===== config.mk =====
export PLATFORM = sky130hd
export DESIGN_NAME = nibble_sum_accum_flat
export DESIGN_NICKNAME = d
export VERILOG_FILES = /design/src/rtl/nibble_pkg.sv /design/src/rtl/nibble_sum_accum_if.sv /design/src/rtl/nibble_out_reg.sv /design/src/rtl/nibble_sum_accum.sv /design/src/flat_wrapper.sv
export SDC_FILE = /design/constraint.sdc
export NUM_CORES = 1
export LEC_CHECK = 0
export ABC_AREA = 1
export CAP_MARGIN = 20
export CORE_MARGIN = 2
export CORE_UTILIZATION = 45
export CTS_CLUSTER_SIZE = 24
export DETAILED_ROUTE_END_ITERATION = 7
export GPL_ROUTABILITY_DRIVEN = 0
export GPL_TIMING_DRIVEN = 0
export PLACE_DENSITY_LB_ADDON = 0.12
export SYNTH_ARGS = -nofsm -noshare
export SYNTH_HDL_FRONTEND = slang
export SYNTH_SLANG_ARGS = --single-unit

===== constraint.sdc =====
create_clock -name clk -period 2.1 [get_ports clk]
set_input_delay 0.315 -clock clk [delete_from_list [all_inputs] [get_ports clk]]
set_output_delay 0.315 -clock clk [all_outputs]
set_load 0.02 [all_outputs]

===== src/rtl/nibble_pkg.sv =====
// Shared types and width helpers for the nibble-sum accumulator block.
package nibble_pkg;

  localparam int SUM_W_DEF = 5;

  typedef enum logic [1:0] {
    IDLE  = 2'd0,
    ACCUM = 2'd1,
    HOLD  = 2'd2
  } state_t;

  // Wide enough that COUNT full-scale sums cannot wrap.
  function automatic int acc_w(input int sum_w, input int count);
    return sum_w + $clog2(count);
  endfunction

endpackage


===== src/rtl/nibble_sum_accum_if.sv =====
// Sum-in / block-total-out handshake bundle. NIBBLE_ACC_MAX_EN adds out_max.
interface nibble_sum_accum_if #(
  parameter int COUNT = 4,
  parameter int SUM_W = nibble_pkg::SUM_W_DEF
);
  localparam int ACC_W = nibble_pkg::acc_w(SUM_W, COUNT);
  localparam int CNT_W = $clog2(COUNT + 1);

  logic             in_valid;
  logic             in_ready;
  logic [SUM_W-1:0] in_sum;
  logic             flush;
  logic             out_valid;
  logic             out_ready;
  logic [ACC_W-1:0] out_acc;
  logic [CNT_W-1:0] out_count;
`ifdef NIBBLE_ACC_MAX_EN
  logic [SUM_W-1:0] out_max;

  modport master (
    output in_valid, in_sum, flush, out_ready,
    input  in_ready, out_valid, out_acc, out_count, out_max
  );
  modport slave (
    input  in_valid, in_sum, flush, out_ready,
    output in_ready, out_valid, out_acc, out_count, out_max
  );
`else
  modport master (
    output in_valid, in_sum, flush, out_ready,
    input  in_ready, out_valid, out_acc, out_count
  );
  modport slave (
    input  in_valid, in_sum, flush, out_ready,
    output in_ready, out_valid, out_acc, out_count
  );
`endif

endinterface


===== src/rtl/nibble_out_reg.sv =====
// Result holding register: captures a payload on load and holds it until
// the downstream valid/ready handshake completes.
module nibble_out_reg #(
  parameter int W = 8
) (
  input  logic         clk,
  input  logic         rst,
  input  logic         i_load,
  input  logic [W-1:0] i_data,
  input  logic         i_ready,
  output logic         o_valid,
  output logic [W-1:0] o_data
);

  logic         r_valid;
  logic [W-1:0] r_data;

  // Data is only written on load so it stays stable for the whole hold.
  always_ff @(posedge clk) begin
    if (rst) begin
      r_valid <= 1'b0;
      r_data  <= '0;
    end else if (i_load && !r_valid) begin
      r_valid <= 1'b1;
      r_data  <= i_data;
    end else if (r_valid && i_ready) begin
      r_valid <= 1'b0;
    end
  end

  assign o_valid = r_valid;
  assign o_data  = r_data;

endmodule


===== src/rtl/nibble_sum_accum.sv =====
// Accumulates COUNT nibble sums (or fewer on flush) into a block total.
// Optional running maximum output when NIBBLE_ACC_MAX_EN is defined.
module nibble_sum_accum
  import nibble_pkg::*;
#(
  parameter int COUNT = 4,
  parameter int SUM_W = SUM_W_DEF
) (
  input  logic              clk,
  input  logic              rst,
  nibble_sum_accum_if.slave bus
);

  localparam int ACC_W = acc_w(SUM_W, COUNT);
  localparam int CNT_W = $clog2(COUNT + 1);
`ifdef NIBBLE_ACC_MAX_EN
  localparam int MAX_W = SUM_W;
`else
  localparam int MAX_W = 0;
`endif
  localparam int PAY_W = ACC_W + CNT_W + MAX_W;

  state_t           r_state;
  state_t           w_state_nxt;
  logic [ACC_W-1:0] r_acc;
  logic [CNT_W-1:0] r_cnt;
  logic [ACC_W-1:0] w_acc_sum;
  logic [CNT_W-1:0] w_cnt_sum;
  logic             w_in_ready;
  logic             w_accept;
  logic             w_close;
  logic             w_out_valid;
  logic [PAY_W-1:0] w_pay_in;
  logic [PAY_W-1:0] w_pay_out;

  always_ff @(posedge clk) begin
    if (rst) r_state <= IDLE;
    else     r_state <= w_state_nxt;
  end

  always_comb begin
    w_state_nxt = r_state;
    case (r_state)
      IDLE:    if (w_close) w_state_nxt = HOLD;
               else if (w_accept) w_state_nxt = ACCUM;
      ACCUM:   if (w_close) w_state_nxt = HOLD;
      HOLD:    if (w_out_valid && bus.out_ready) w_state_nxt = IDLE;
      default: w_state_nxt = IDLE;
    endcase
  end

  // Flush only closes a block that will hold at least one sample.
  always_comb begin
    w_in_ready = !rst && (r_state != HOLD);
    w_accept   = bus.in_valid && w_in_ready;
    w_close    = 1'b0;
    if (!rst && r_state != HOLD)
      w_close = (w_accept && r_cnt == CNT_W'(COUNT - 1)) ||
                (bus.flush && (r_state == ACCUM || w_accept));
  end

  assign w_acc_sum = r_acc + (w_accept ? ACC_W'(bus.in_sum) : '0);
  assign w_cnt_sum = r_cnt + CNT_W'(w_accept);

  always_ff @(posedge clk) begin
    if (rst || w_close) begin
      r_acc <= '0;
      r_cnt <= '0;
    end else if (w_accept) begin
      r_acc <= w_acc_sum;
      r_cnt <= w_cnt_sum;
    end
  end

`ifdef NIBBLE_ACC_MAX_EN
  logic [SUM_W-1:0] r_max;
  logic [SUM_W-1:0] w_max_nxt;

  assign w_max_nxt = (w_accept && bus.in_sum > r_max) ? bus.in_sum : r_max;

  always_ff @(posedge clk) begin
    if (rst || w_close) r_max <= '0;
    else                r_max <= w_max_nxt;
  end

  assign w_pay_in    = {w_acc_sum, w_cnt_sum, w_max_nxt};
  assign bus.out_max = w_pay_out[SUM_W-1:0];
`else
  assign w_pay_in = {w_acc_sum, w_cnt_sum};
`endif

  nibble_out_reg #(.W(PAY_W)) u_out_reg (
    .clk     (clk),
    .rst     (rst),
    .i_load  (w_close),
    .i_data  (w_pay_in),
    .i_ready (bus.out_ready),
    .o_valid (w_out_valid),
    .o_data  (w_pay_out)
  );

  assign bus.in_ready  = w_in_ready;
  assign bus.out_valid = w_out_valid;
  assign bus.out_acc   = w_pay_out[PAY_W-1 -: ACC_W];
  assign bus.out_count = w_pay_out[PAY_W-ACC_W-1 -: CNT_W];

endmodule


===== src/flat_wrapper.sv =====
// flat-port wrapper written by rule: the top's interface ports become plain ports
module nibble_sum_accum_flat import nibble_pkg::*;
#(
  parameter int COUNT = 4,
  parameter int SUM_W = SUM_W_DEF
)
  (clk, rst, bus_in_valid, bus_in_sum, bus_flush, bus_out_ready, bus_in_ready, bus_out_valid, bus_out_acc, bus_out_count);
  nibble_sum_accum_if #(.COUNT(COUNT), .SUM_W(SUM_W)) bus_i ();
  input  logic clk;
  input  logic rst;
  input wire logic [$bits(bus_i.in_valid)-1:0] bus_in_valid;
  input wire logic [$bits(bus_i.in_sum)-1:0] bus_in_sum;
  input wire logic [$bits(bus_i.flush)-1:0] bus_flush;
  input wire logic [$bits(bus_i.out_ready)-1:0] bus_out_ready;
  output wire logic [$bits(bus_i.in_ready)-1:0] bus_in_ready;
  output wire logic [$bits(bus_i.out_valid)-1:0] bus_out_valid;
  output wire logic [$bits(bus_i.out_acc)-1:0] bus_out_acc;
  output wire logic [$bits(bus_i.out_count)-1:0] bus_out_count;
  assign bus_i.in_valid = bus_in_valid;
  assign bus_i.in_sum = bus_in_sum;
  assign bus_i.flush = bus_flush;
  assign bus_i.out_ready = bus_out_ready;
  assign bus_in_ready = bus_i.in_ready;
  assign bus_out_valid = bus_i.out_valid;
  assign bus_out_acc = bus_i.out_acc;
  assign bus_out_count = bus_i.out_count;
  nibble_sum_accum #(.COUNT(COUNT), .SUM_W(SUM_W)) u_core (.clk(clk), .rst(rst), .bus(bus_i));
endmodule

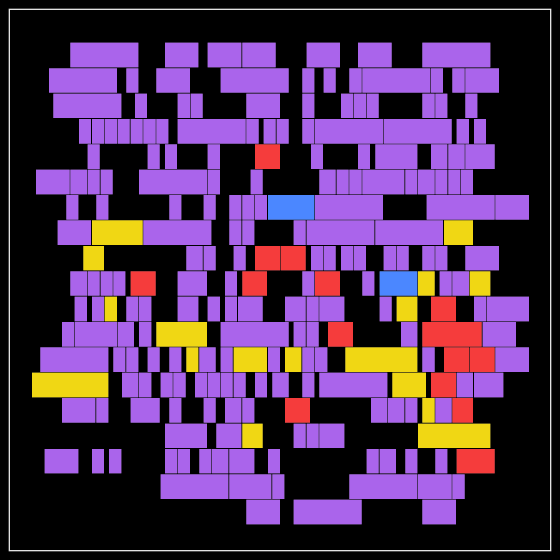
Run 1: sizing map
x6 and larger: shown in blue, cells 2, share 0.86%. x1 and smaller: shown in purple, cells 198, share 85%. x2: shown in yellow, cells 17, share 7.3%. x3 and x4: shown in red, cells 15, share 6.5%.
nonclk buf count: 34
Layout area overhead: 28.9%
post-route worst setup slack: 97.8 ps

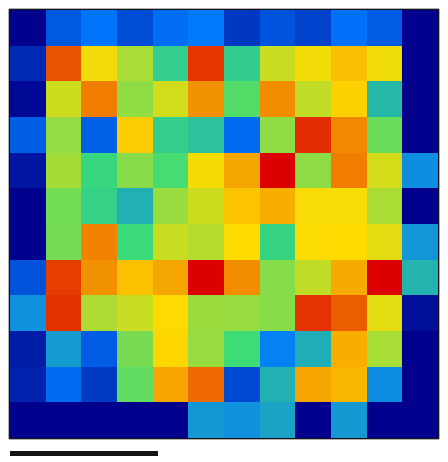
Run 1: cell area per tile
Bar = 20 um. The die is cut into 12 by 12 equal tiles; dark blue is low, red is high, 0 to 100% covered.
The densest ninth of the die: middle. 24% of the tiles are over 75% full. 13% of the tiles are nearly empty.
core area: 2760 um^2
Init Core Util: 47.4%
post-layout util: 61.1%

==> qor.yml, run 1 <==
outcome: "completed"
clkSlewWorstSetupHoldPaths_ps: 140
cts.htree.levels: 1
ys_warn_count: 0
worst_path_largest_cell_delay_ps: 410
chipArea_um2: 3350
topCellsByArea: "dfxtp_1 (35%), nand2_1 (15%), nor2_1 (11%), inv_1 (9.8%), ha_1 (6.7%)"
cts_resized: 8
drtPass1Iterations: 4
ys_sh_aoi_pct: 7.76
r2r_end: "u_core.r_acc[4]$_SDFFE_PP0N_"
xor_share_pct: 2.01
top_layer: "met4"
die_w_um: 57.9
worstPathArrival_ps: 2280
drc: 0
finClkSkew_ps: 6.36
cp.depth: 14
simple_gate_share_pct: 34.2
hpwl_um: 2050
finalPower_w: 0.000877
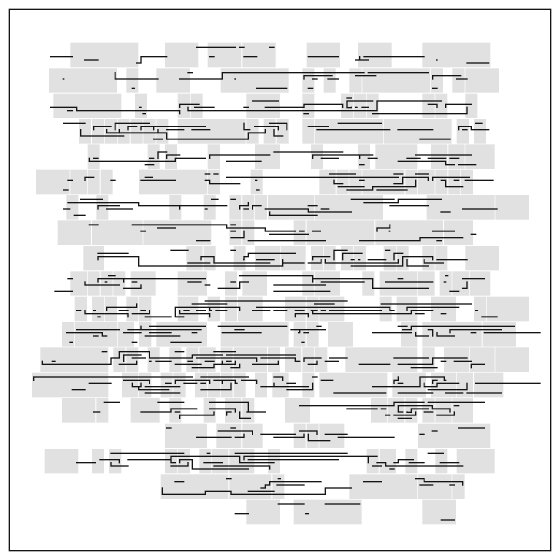
Run 1: metal 1
Cells faint in the background.
The layer carries 1340 um of wire. The longest straight run is 20.2 um. The layer holds 48% of the routed length. 228 nets have wire on it. The wires run mostly horizontal.
final WL: 2810 um
via count: 1256

-- run 1: cells by family after synthesis --
family / Yosys count
fa+ha+maj: 8
buf+inv: 41
simple gates: 107
compound gates: 17
xor+xnor: 3
flops: 23
-- run 1: report_power, final --
group | switching (W) | total, W | internal [W]
Clock | 0.000144 | 0.000215 | 0.0000715
Sequential | 0.0000131 | 0.000470 | 0.000457
Combinational | 0.000105 | 0.000192 | 0.0000873
-- run 1: cell usage after synthesis (all sizes together) --
cell type,count
nor2,38
fa,1
dfxtp,23
a21o,1
nand3,12
xnor2,1
clkbuf,2
o211ai,4
nand2,55
a21oi,11
nand4,2
o21ai,1
inv,36
ha,7
xor2,2
buf,3
-- run 1: worst min-delay path by stage --
stage                                          end  cells past startpoint
floorplan           u_core.r_state[1]$_SDFFE_PP0P_                      1
global placement      u_core.r_acc[0]$_SDFFE_PP0N_                      2
detailed placement    u_core.r_cnt[1]$_SDFFE_PP0N_                      2
CTS                 u_core.r_state[1]$_SDFFE_PP0P_                      2
global route        u_core.r_state[1]$_SDFFE_PP0P_                      2
finish              u_core.r_state[1]$_SDFFE_PP0P_                      2
-- run 1: final cells by class --
cell class | instances | area share (%)
buffer | 5 | 2.45
clock buffer | 3 | 1.34
clock inverter | 1 | 0.297
inverter | 36 | 8.17
multi-input combinational | 135 | 41.8
sequential | 23 | 27.5
tap | 31 | 2.30
timing repair buffer | 29 | 16.1
-- run 1: stage by stage --
step | area (um^2) | utilization (%) | worst slack [ps] | hold slack (ps) | std cells
finish | 1680 | 61.1 | 97.8 | 325 | 263
CTS | 1640 | 59.4 | 2.56 | 335 | 260
detailed placement | 1560 | 56.4 | -800 | 478 | 251
floorplan | 1310 | - | 35.7 | 384 | 199
global placement | 1560 | 56.4 | -781 | 454 | 251
global route | 1680 | 61.1 | -13.1 | 329 | 263
## Run 2: what changed since run 1
--- a/config.mk
+++ b/config.mk
@@ -6,7 +6,7 @@
 export NUM_CORES = 1
 export LEC_CHECK = 0
 export ABC_AREA = 1
-export CAP_MARGIN = 20
+export CAP_MARGIN = 25
 export CORE_MARGIN = 2
 export CORE_UTILIZATION = 45
 export CTS_CLUSTER_SIZE = 24
@@ -14,6 +14,7 @@
 export GPL_ROUTABILITY_DRIVEN = 0
 export GPL_TIMING_DRIVEN = 0
 export PLACE_DENSITY_LB_ADDON = 0.12
+export REMOVE_ABC_BUFFERS = 1
 export SYNTH_ARGS = -nofsm -noshare
 export SYNTH_HDL_FRONTEND = slang
 export SYNTH_SLANG_ARGS = --single-unit
==> constraint.sdc (replaced) <==
create_clock -name clk -period 2.27 [get_ports clk]
set_input_delay 0.3405 -clock clk [delete_from_list [all_inputs] [get_ports clk]]
set_output_delay 0.3405 -clock clk [all_outputs]
set_load 0.02 [all_outputs]
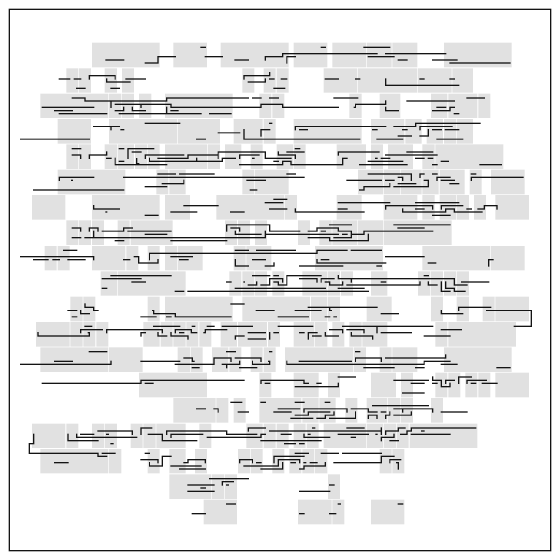
Run 2: metal 1
Cells faint in the background.
The wires run mostly horizontal. The layer holds 49% of the routed length. 230 nets have wire on it. The longest straight run is 19.3 um. The layer carries 1240 um of wire.

==> qor.yml, run 2 <==
synth_top_cell_by_count: "nand2_1"
hpwl_um: 1800
p_seq_w: 0.000434
wirelength_um: 2540
outcome: "completed"
cp.depth: 13
placed_area_um2: 1530
flop_cell: "dfxtp_1"
hold_end: "u_core.r_acc[0]$_SDFFE_PP0N_"
pg_clk_w: 0.000197
common_cells: "nand2_1 (52), nor2_1 (38), inv_1 (34), dfxtp_1 (23)"
switching_share_pct: 29.2
p_seq_share_pct: 54.6
p_int_w: 0.000564
p_comb_share_pct: 20.7
powerComb_w: 0.000165
post-route-util_pct: 58.8
cts.htree.levels: 1
syn_area_um2: 1310
core_area_um2: 2760
holdPathStages: 2
finClkSkew_ps: 2.89
final_area_um2: 1620
maxPowerGroup: "registers"
placed_cells: 246
worstPathArrival_ps: 2340
synth-edff-count: 0
setup_ws_ps: 196
ys_warn_count: 0
syn_to_final_growth_pct: 24.2
clkSlewWorstSetupHoldPaths_ps: 130
pre_cts_ws_ps: -725
topCellsByArea: "dfxtp_1 (35%), nand2_1 (15%), nor2_1 (11%), inv_1 (9.8%), ha_1 (6.7%)"
vias: 1213
die_w_um: 57.9
async_reset_ff_share_pct: 0
instances_no_fill: 258
## run 2: area by class of cell
class                   instances  area (um^2)  area share (%)
well taps                      31         38.8            2.39
inverters                      36          144            8.87
repair buffers                 29          270            16.7
flip-flops and latches         23          460            28.4
multi-input cells             135          682            42.0
clock inverters                 1         5.00           0.308
clock buffers                   3         22.5            1.39
## run 2: layer usage
metal | global-route usage [%] | part of all wire [%] | vias up
met5 | 0 | 0 | -
met1 | 21.0 | 49 | 525
met2 | 28.6 | 47 | 20
met3 | 4.02 | 3.5 | 4
met4 | 5.98 | 1.1 | 0
li1 | - | - | 664
## run 2: worst min-delay path, delay by kind of cell (launching register included)
family,cells,cell delay (ps)
AND-OR/OR-AND,1,60
AND/OR/NAND/NOR,1,70
flip-flops,1,340
## run 2: stage by stage
| step | hold WS [ps] | total power [W] |
|---|---|---|
| after floorplan | 410 | 0.000539 |
| after global placement | 453 | 0.000593 |
| after detailed placement | 476 | 0.000596 |
| after CTS | 494 | 0.000799 |
| after global routing | 505 | 0.000842 |
| final | 494 | 0.000796 |
## run 2: cells by family (layout without fill, tap and decap cells)
logic type | count (synthesis) | count (layout) | synth area share [%]
compound gates | 17 | 17 | 7.76
xor+xnor | 3 | 3 | 2.01
fa+ha+maj | 8 | 8 | 8.24
buf+inv | 41 | 69 | 12.5
flops | 23 | 23 | 35.2
simple gates | 107 | 107 | 34.2
## run 2: repair_timing
action                     CTS  global route
resized                      2             2
pin swaps                    1             0
setup endpoints to repair   12             6
buffers inserted             2             6
Power figures rest on the tool's default switching activity, not on a simulated workload.
